### src/rtl/alu_pkg.sv
// Shared types for the ALU result path between execute and writeback.
package alu_pkg;

    localparam int WIDTH  = 32;
    localparam int RIDX_W = 5;

    typedef struct packed {
        logic [WIDTH-1:0]  res;
        logic [RIDX_W-1:0] rd;
        logic              wen;
        logic              zero;
        logic              neg;
    } alu_res_t;

endpackage

### src/rtl/result_fifo2.sv
// Two-entry valid/ready FIFO of ALU results with synchronous flush.
module result_fifo2
    import alu_pkg::*;
(
    input  logic     clk,
    input  logic     rst_n,
    input  logic     flush,
    input  logic     in_valid,
    output logic     in_ready,
    input  alu_res_t in_data,
    output logic     out_valid,
    input  logic     out_ready,
    output alu_res_t out_data
);

    logic [1:0] count_q, count_d;
    logic       rptr_q, rptr_d;
    logic       wptr_q, wptr_d;
    alu_res_t   mem_q [2];
    alu_res_t   mem_d [2];
    logic       push, pop;

    // Ready comes from registered count only, so no path from out_ready.
    assign in_ready  = (count_q != 2'd2);
    assign out_valid = (count_q != 2'd0);
    assign out_data  = mem_q[rptr_q];
    assign push      = in_valid & in_ready;
    assign pop       = out_valid & out_ready;

    always_comb begin
        count_d = count_q;
        rptr_d  = rptr_q;
        wptr_d  = wptr_q;
        mem_d   = mem_q;
        if (flush) begin
            count_d = 2'd0;
            rptr_d  = 1'b0;
            wptr_d  = 1'b0;
        end else begin
            if (push) begin
                mem_d[wptr_q] = in_data;
                wptr_d        = ~wptr_q;
            end
            if (pop) begin
                rptr_d = ~rptr_q;
            end
            case ({push, pop})
                2'b10:   count_d = count_q + 2'd1;
                2'b01:   count_d = count_q - 2'd1;
                default: count_d = count_q;
            endcase
        end
    end

    always_ff @(posedge clk or negedge rst_n) begin
        if (!rst_n) begin
            count_q <= 2'd0;
            rptr_q  <= 1'b0;
            wptr_q  <= 1'b0;
            mem_q   <= '{default: '0};
        end else begin
            count_q <= count_d;
            rptr_q  <= rptr_d;
            wptr_q  <= wptr_d;
            mem_q   <= mem_d;
        end
    end

endmodule

### src/rtl/alu_result_stage.sv
// ALU result pipeline stage: flag/wen capture, 2-deep buffer, retire counter.
module alu_result_stage #(
    parameter int WIDTH  = alu_pkg::WIDTH,
    parameter int RIDX_W = alu_pkg::RIDX_W,
    parameter int CNT_W  = 32
) (
    input  logic              clk,
    input  logic              rst_n,
    input  logic              flush,
    input  logic              in_valid,
    output logic              in_ready,
    input  logic [WIDTH-1:0]  in_res,
    input  logic [RIDX_W-1:0] in_rd,
    input  logic              in_wen,
    output logic              out_valid,
    input  logic              out_ready,
    output logic [WIDTH-1:0]  out_res,
    output logic [RIDX_W-1:0] out_rd,
    output logic              out_wen,
    output logic              out_zero,
    output logic              out_neg,
    output logic [CNT_W-1:0]  retire_cnt
);
    import alu_pkg::*;

    alu_res_t         in_ent, head;
    logic [CNT_W-1:0] retire_cnt_q, retire_cnt_d;

    // x0 is hardwired, so its write enable is dropped at capture.
    always_comb begin
        in_ent      = '0;
        in_ent.res  = in_res;
        in_ent.rd   = in_rd;
        in_ent.wen  = in_wen & (in_rd != '0);
        in_ent.zero = (in_res == '0);
        in_ent.neg  = in_res[WIDTH-1];
    end

    result_fifo2 u_fifo (
        .clk       (clk),
        .rst_n     (rst_n),
        .flush     (flush),
        .in_valid  (in_valid),
        .in_ready  (in_ready),
        .in_data   (in_ent),
        .out_valid (out_valid),
        .out_ready (out_ready),
        .out_data  (head)
    );

    assign out_res  = head.res;
    assign out_rd   = head.rd;
    assign out_wen  = head.wen;
    assign out_zero = head.zero;
    assign out_neg  = head.neg;

    always_comb begin
        retire_cnt_d = retire_cnt_q;
        if (out_valid && out_ready) begin
            retire_cnt_d = retire_cnt_q + 1'b1;
        end
    end

    always_ff @(posedge clk or negedge rst_n) begin
        if (!rst_n) begin
            retire_cnt_q <= '0;
        end else begin
            retire_cnt_q <= retire_cnt_d;
        end
    end

    assign retire_cnt = retire_cnt_q;

endmodule

### config.mk
export PLATFORM = sky130hd
export DESIGN_NAME = alu_result_stage
export DESIGN_NICKNAME = d
export VERILOG_FILES = /design/src/rtl/alu_pkg.sv /design/src/rtl/result_fifo2.sv /design/src/rtl/alu_result_stage.sv
export SDC_FILE = /design/constraint.sdc
export NUM_CORES = 1
export LEC_CHECK = 0
export ABC_AREA = 1
export CAP_MARGIN = 20
export CORE_MARGIN = 4
export CORE_UTILIZATION = 43
export DETAILED_ROUTE_END_ITERATION = 8
export GPL_TIMING_DRIVEN = 0
export PLACE_DENSITY_LB_ADDON = 0.08
export RECOVER_POWER = 50
export SYNTH_ARGS = -nofsm -noshare
export SYNTH_HDL_FRONTEND = slang
export SYNTH_SLANG_ARGS = --single-unit
### constraint.sdc
create_clock -name clk -period 4.4 [get_ports clk]
set_clock_uncertainty 0.2 [all_clocks]
set_input_delay 1.32 -clock clk [delete_from_list [all_inputs] [get_ports clk]]
set_output_delay 1.32 -clock clk [all_outputs]
set_load 0.01 [all_outputs]
Fig. 1: run 1, met1 routing
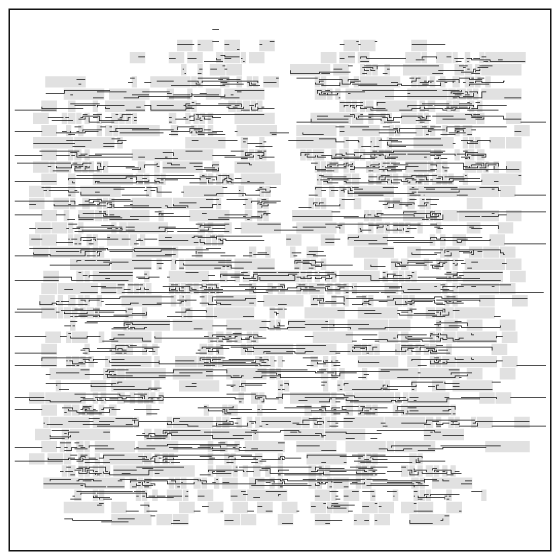
The longest straight run is 31.3 um. The layer carries 6490 um of wire.

Fig. 2: run 1, congestion heat map
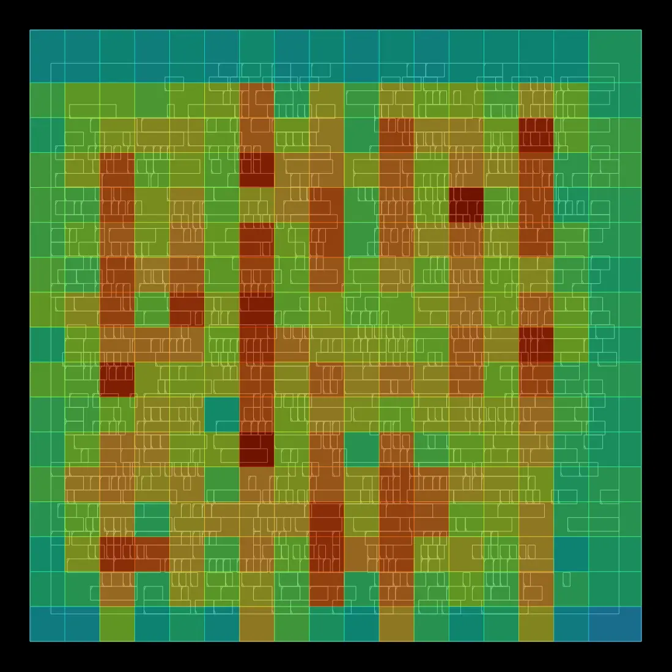
met2 Resource Use GR: 33.88%
GRT Max-Usage Layer: met2
GR met1 Demand/Resource: 26.61%

Fig. 3: run 1, metal 2
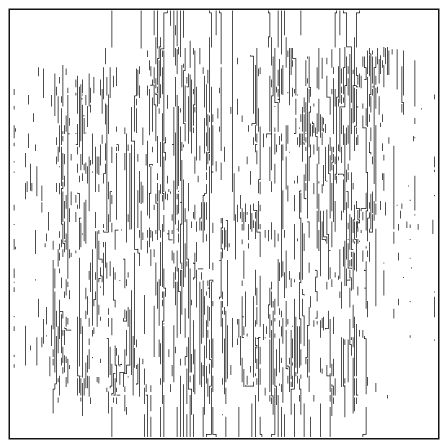
The longest straight run is 51.7 um. The layer carries 7010 um of wire.

==> run summary, run 1 <==
Implementation status.

- The flow ran to the end, but the final reports show violations.
- The checks that failed: capacitance limit, slew limit.
- Counting instances, the worst hold path has a depth of 2.
- The longest clock path from root to sink contains 2 buffers.
- The power of the combinational group is roughly 1400 uW.
- The cell sitting at the root of the clock tree is a sky130_fd_sc_hd__clkbuf_16.
- Setup repair after global routing left no endpoint under its margin.
- Setup violations remaining at the end of the flow were counted as 0.
- The number of setup buffers added after CTS is 0.
- The number of enable-type register cells in the synthesized netlist is 0.
- The cell type that accounts for the most area after synthesis is sky130_fd_sc_hd__dfrtp_1.
- Ranked by total area, the top cell class in this layout is registers.
- The switching portion of total power comes to about a third.
- The synthesized area is 0.005473 mm^2.
- The portion of total power attributed to sequential cells is 37.8%.
- The met3 usage in global routing is 4.724%.
- The worst-path cell with the longest stage delay is sky130_fd_sc_hd__clkdlybuf4s50_1.
- The number of pins exceeding their max-slew limit in the final report is approximately 40.
- The final layout report lists a filler cell count of 1143.
- Per the timing report, the biggest fanout along the worst path comes to 10.
- In this design, the stage delay of the slowest critical-path cell is between 0.5 and 0.6 ns.
- The number of max-capacitance violations reported is 1.
- The number of distinct library cells after synthesis is 28.
run 1: routing by layer:
layer	part of all wire, %	routed length [um]
met1	45	6485
met2	48	7010
met5	0	0
met3	5.2	759
met4	1.6	238
run 1: metrics by stage:
| stage | total power, uW | setup TNS, ns | instance area [um^2] |
|---|---|---|---|
| final | 4253 | 0 | 7337 |
| after detailed placement | 3020 | 0 | 6873 |
| after CTS | 4324 | 0 | 7432 |
| after floorplan | 2306 | 0 | 5473 |
| after global routing | 4533 | 0 | 7337 |
| after global placement | 2972 | -289.37 | 6844 |
run 1: flip-flops by register name (all words and copies together) (netlist names):
signal,cells
u_fifo.wptr_q,1
retire_cnt,32
u_fifo.count_q,2
u_fifo.rptr_q,1
u_fifo.mem_q,78
==> run 1 -> run 2 <==
HOLD_SLACK_MARGIN = 0.05   (was unset)
Fig. 4: run 2, M4 wires
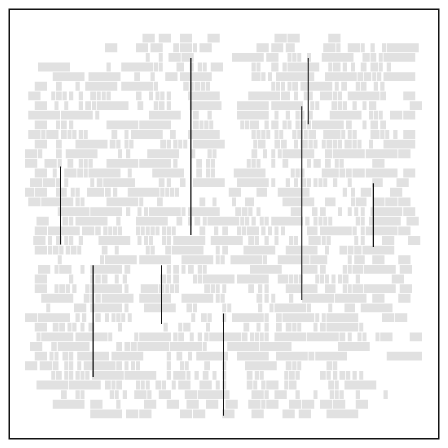
The longest straight run is 54.4 um. The layer carries 238 um of wire. The wires run mostly vertical. The layer holds 1.6% of the routed length.

Fig. 5: run 2, met1 routing
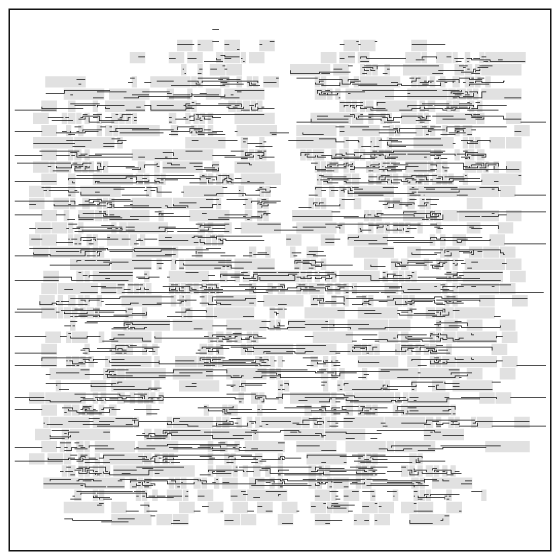
807 nets have wire on it. The layer holds 45% of the routed length. The longest straight run is 31.3 um. The layer carries 6490 um of wire.

Fig. 6: run 2, local utilization
Scale bar: 20 um. 12 x 12 tiles, from dark blue (low) to red (high), 0 to 100% covered.
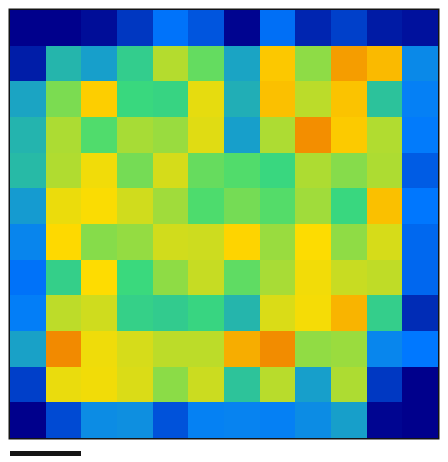
4.9% of the tiles are nearly empty. The mean over all tiles is 49%. 10% of the tiles are over 75% full. The fullest tile reaches 84%.

==> run summary, run 2 <==
Implementation status.

- The highest metal layer carrying signal wires in the routed design is met4.
- The checks that failed: capacitance limit, slew limit.
- Counting stages on the worst path, the most repeated cell is sky130_fd_sc_hd__nand2_1.
- The flow ran to the end, but the final reports show violations.
- The longest individual stage delay on the worst path came to 0.55 ns (about the same).
- The top fanout value on the critical path is 10 (unchanged).
- The number of enable-type register cells in the synthesized netlist was 0 (unchanged).
- The peak-usage layer in the global routing report is met2.
- The sum of negative setup slack is 0 ns (unchanged).
- The number of max-capacitance violations reported came to 1 (unchanged).
- Summed over all instances, the cell type with the most area after synthesis is sky130_fd_sc_hd__dfrtp_1.
- The final number of setup-violating endpoints is 0 (unchanged).
- The number of hold buffers added after CTS was 0.
- The register ranked first by flip-flop count is u_fifo.mem_q.
- In the post-synthesis netlist, the cell with the most instances is sky130_fd_sc_hd__nand2_1.
- TritonCTS built the clock tree.
- The synthesized area is 0.005473 mm^2 (unchanged).
- The fill cell instance count of the final layout is 1143 (unchanged).
- Per the post-synthesis stats, the area per cell is 7.752 um^2.
- The worst setup path is of the reg2out kind.
- The clock root buffer is sky130_fd_sc_hd__clkbuf_16.
- The instance area at placement is 0.006873 mm^2 (unchanged).
- The origin of the worst min-delay path is u_fifo.mem_q[5]$_DFFE_PN0P_.
- The met2 routed wirelength is 7.010 mm (unchanged).
- The number of endpoints with negative hold slack in the final report is 0.
- The cell depth of the worst hold path came to 2 (unchanged).
- The number of buffers inserted to repair setup after CTS is 0 (unchanged).
- The number of pins exceeding their max-slew limit in the final report was 40 (unchanged).
- The maximum number of buffers from clock root to sink came to 2 (unchanged).
- The critical path's slowest stage uses the library cell sky130_fd_sc_hd__clkdlybuf4s50_1.
- For the worst setup path, the data arrival time is 2.47 ns.
- The number of distinct library cells after synthesis is 28 (unchanged).
- The cell area after layout is 0.007337 mm^2 (unchanged).
- Setup repair after global routing left no endpoint under its margin.
- The total length of routed met3 wires is 759 um (unchanged).
- The most frequently used flop master after synthesis is sky130_fd_sc_hd__dfrtp_1.
- The level count of the clock H-tree is 4.
- The first-pass GRT wire length is around 24 mm.
- The number of flip-flops in the largest register came to 78 (unchanged).
- The met2 layer usage reported by global route is 33.88% (unchanged).
- The global routing usage on met1 is 26.61% (unchanged).
- The detailed-routing wirelength on met1 is 6.485 mm (unchanged).
- The total power consumption of the routed design is 4253 uW (unchanged).
- Global routing used 20.69% of the available tracks across all layers.
-- run 2: cell counts after synthesis --
No cell type changed its count.
-- run 2: area by class of cell --
cell class,count,area share [%]
clock inverter,5,0.6821
inverter,75,3.837
multi-input combinational,492,29.26
tap,168,2.865
timing repair buffer,117,16.12
clock buffer,26,6.941
buffer,25,1.415
sequential,114,38.88
-- run 2: stage by stage --
stage	hold WS [ns]	util [%]
floorplan	0.2492	-
global placement	0.2628	56.05
detailed placement	0.2743	56.28
CTS	0.2904	60.86
global route	0.2981	60.08
finish	0.2831	60.08
-- run 2: power breakdown --
part	total [uW]	leakage, uW	switching, uW	internal, uW
sequential	1610	0.00146	207	1400
clock	1280	0.000280	439	843
combinational	1360	0.00185	691	673
Fig. 7: run 2, congestion heat map
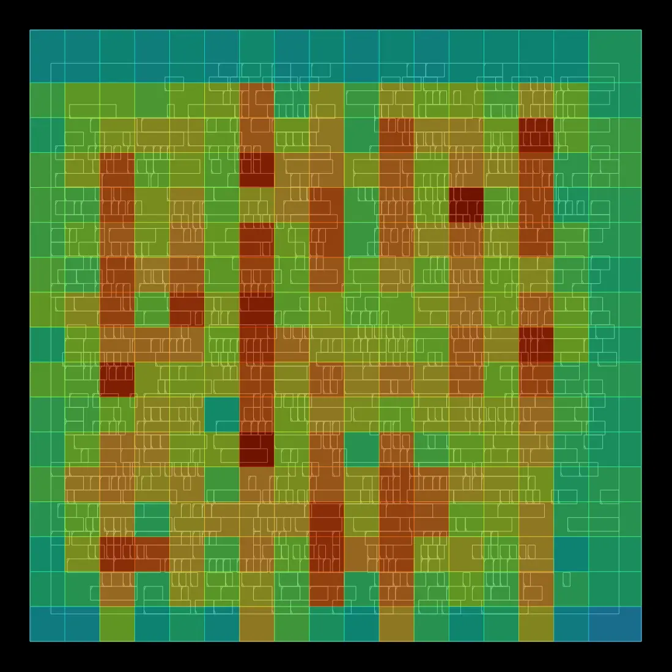

==> run 2 -> run 3 <==
PLACE_DENSITY = 0.73   (was unset)
PLACE_DENSITY_LB_ADDON = unset   (was 0.08)
SKIP_CTS_REPAIR_TIMING = 1   (was unset)
SLEW_MARGIN = 20   (was unset)
Fig. 8: run 3, congestion heat map
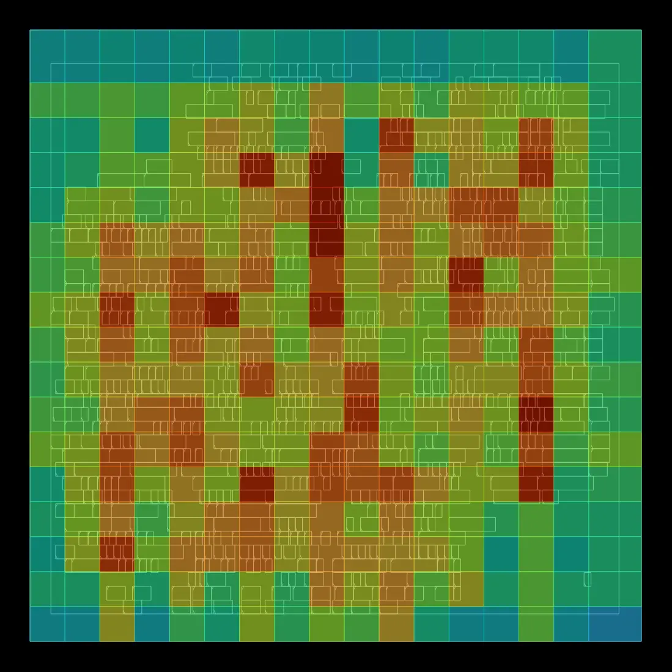
GR met1 Demand/Resource: 25.74%
met3 track utilization from global routing: 5.145%

Fig. 9: run 3, M4 wires
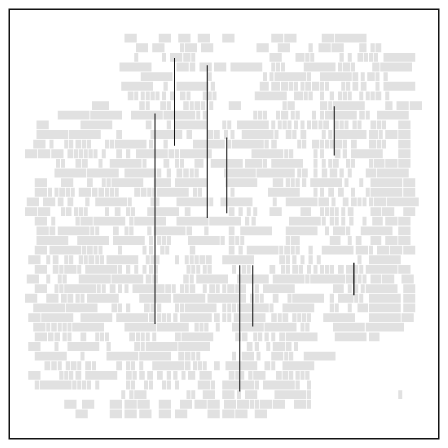
The longest straight run is 59.2 um. The layer carries 222 um of wire. The layer holds 1.5% of the routed length.

Fig. 10: run 3, local utilization
Scale bar: 20 um. 12 x 12 tiles, from dark blue (low) to red (high), 0 to 100% covered.
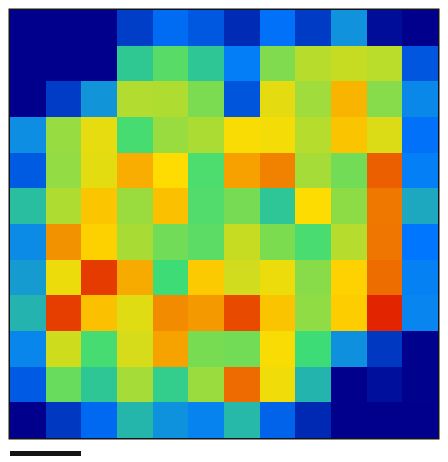
The mean over all tiles is 49%. 10% of the tiles are nearly empty. 19% of the tiles are over 75% full. The fullest tile reaches 96%.

==> run summary, run 3 <==
Implementation status.

- The number of pins exceeding their max-slew limit in the final report is 45 (+13%).
- The maximum number of buffers from clock root to sink is 2 (unchanged).
- The met2 layer usage reported by global route is 35.98% (+2.1 points).
- Ranked by flip-flop count, first place goes to u_fifo.mem_q.
- The cell area after layout was 0.007342 mm^2 (about the same).
- The synthesized area is 0.005473 mm^2 (unchanged).
- The worst-path cell with the longest stage delay is sky130_fd_sc_hd__clkdlybuf4s50_1.
- The number of distinct library cells after synthesis is 28 (unchanged).
- The sum of negative setup slack is 0 ns (unchanged).
- The number of max-capacitance violations reported is 1 (unchanged).
- The number of enable-type register cells in the synthesized netlist is 0 (unchanged).
- The final number of setup-violating endpoints was 0 (unchanged).
- The number of flip-flops in the largest register is 78 (unchanged).
- The total power consumption of the routed design came to 4314 uW (+1.4%).
- The top fanout value on the critical path is 10 (unchanged).
- The checks that failed: capacitance limit, slew limit.
- The cell with the most instances after synthesis is sky130_fd_sc_hd__nand2_1.
- The total routing resource utilization after global routing is 21.05% (+0.36 points).
- The flow ran to the end, but the final reports show violations.
- Per the synth stats, the flop cell with the highest instance count is sky130_fd_sc_hd__dfrtp_1.
- TritonCTS built the clock tree.
- The number of endpoints with negative hold slack in the final report is 0 (unchanged).
- The worst path arrival time is 2.38 ns (-0.09 ns).
- The cell depth of the worst hold path was 2 (unchanged).
- The origin of the worst min-delay path is u_fifo.mem_q[70]$_DFFE_PN0P_.
- The worst-case hold slack came to 0.2876 ns (+0.004415 ns).
- The met2 routed wirelength is 7.471 mm (+6.6%).
- The detailed-routing wirelength on met1 was 6.023 mm (-7.1%).
- The first-pass GRT wire length is 24.40 mm (+2.0%).
- The most numerous cell type found on the critical path is sky130_fd_sc_hd__nand2_1.
-- run 3: area by class of cell --
class                           instances  area (um^2)
Tap cell                              168        210.2
Clock buffer                           24        481.7
Multi-Input combinational cell        492         2150
Timing Repair Buffer                  117         1182
Buffer                                 25        103.9
Inverter                               75        281.5
Clock inverter                          6        80.08
Fill cell                            1117         4870
Sequential cell                       114         2853
-- run 3: power by group --
group | total (uW) | internal, uW | switching [uW] | leakage, uW
logic | 1390 | 676 | 715 | 0.00185
clock network | 1310 | 866 | 445 | 0.000280
registers | 1610 | 1400 | 213 | 0.00146
-- run 3: worst min-delay path, stage by stage, from the launching register on --
cell and delay [ns]:
sky130_fd_sc_hd__dfrtp_1 0.33, sky130_fd_sc_hd__nand2_1 0.06, sky130_fd_sc_hd__o21ai_1 0.06
Power and IR drop assume default switching activity.
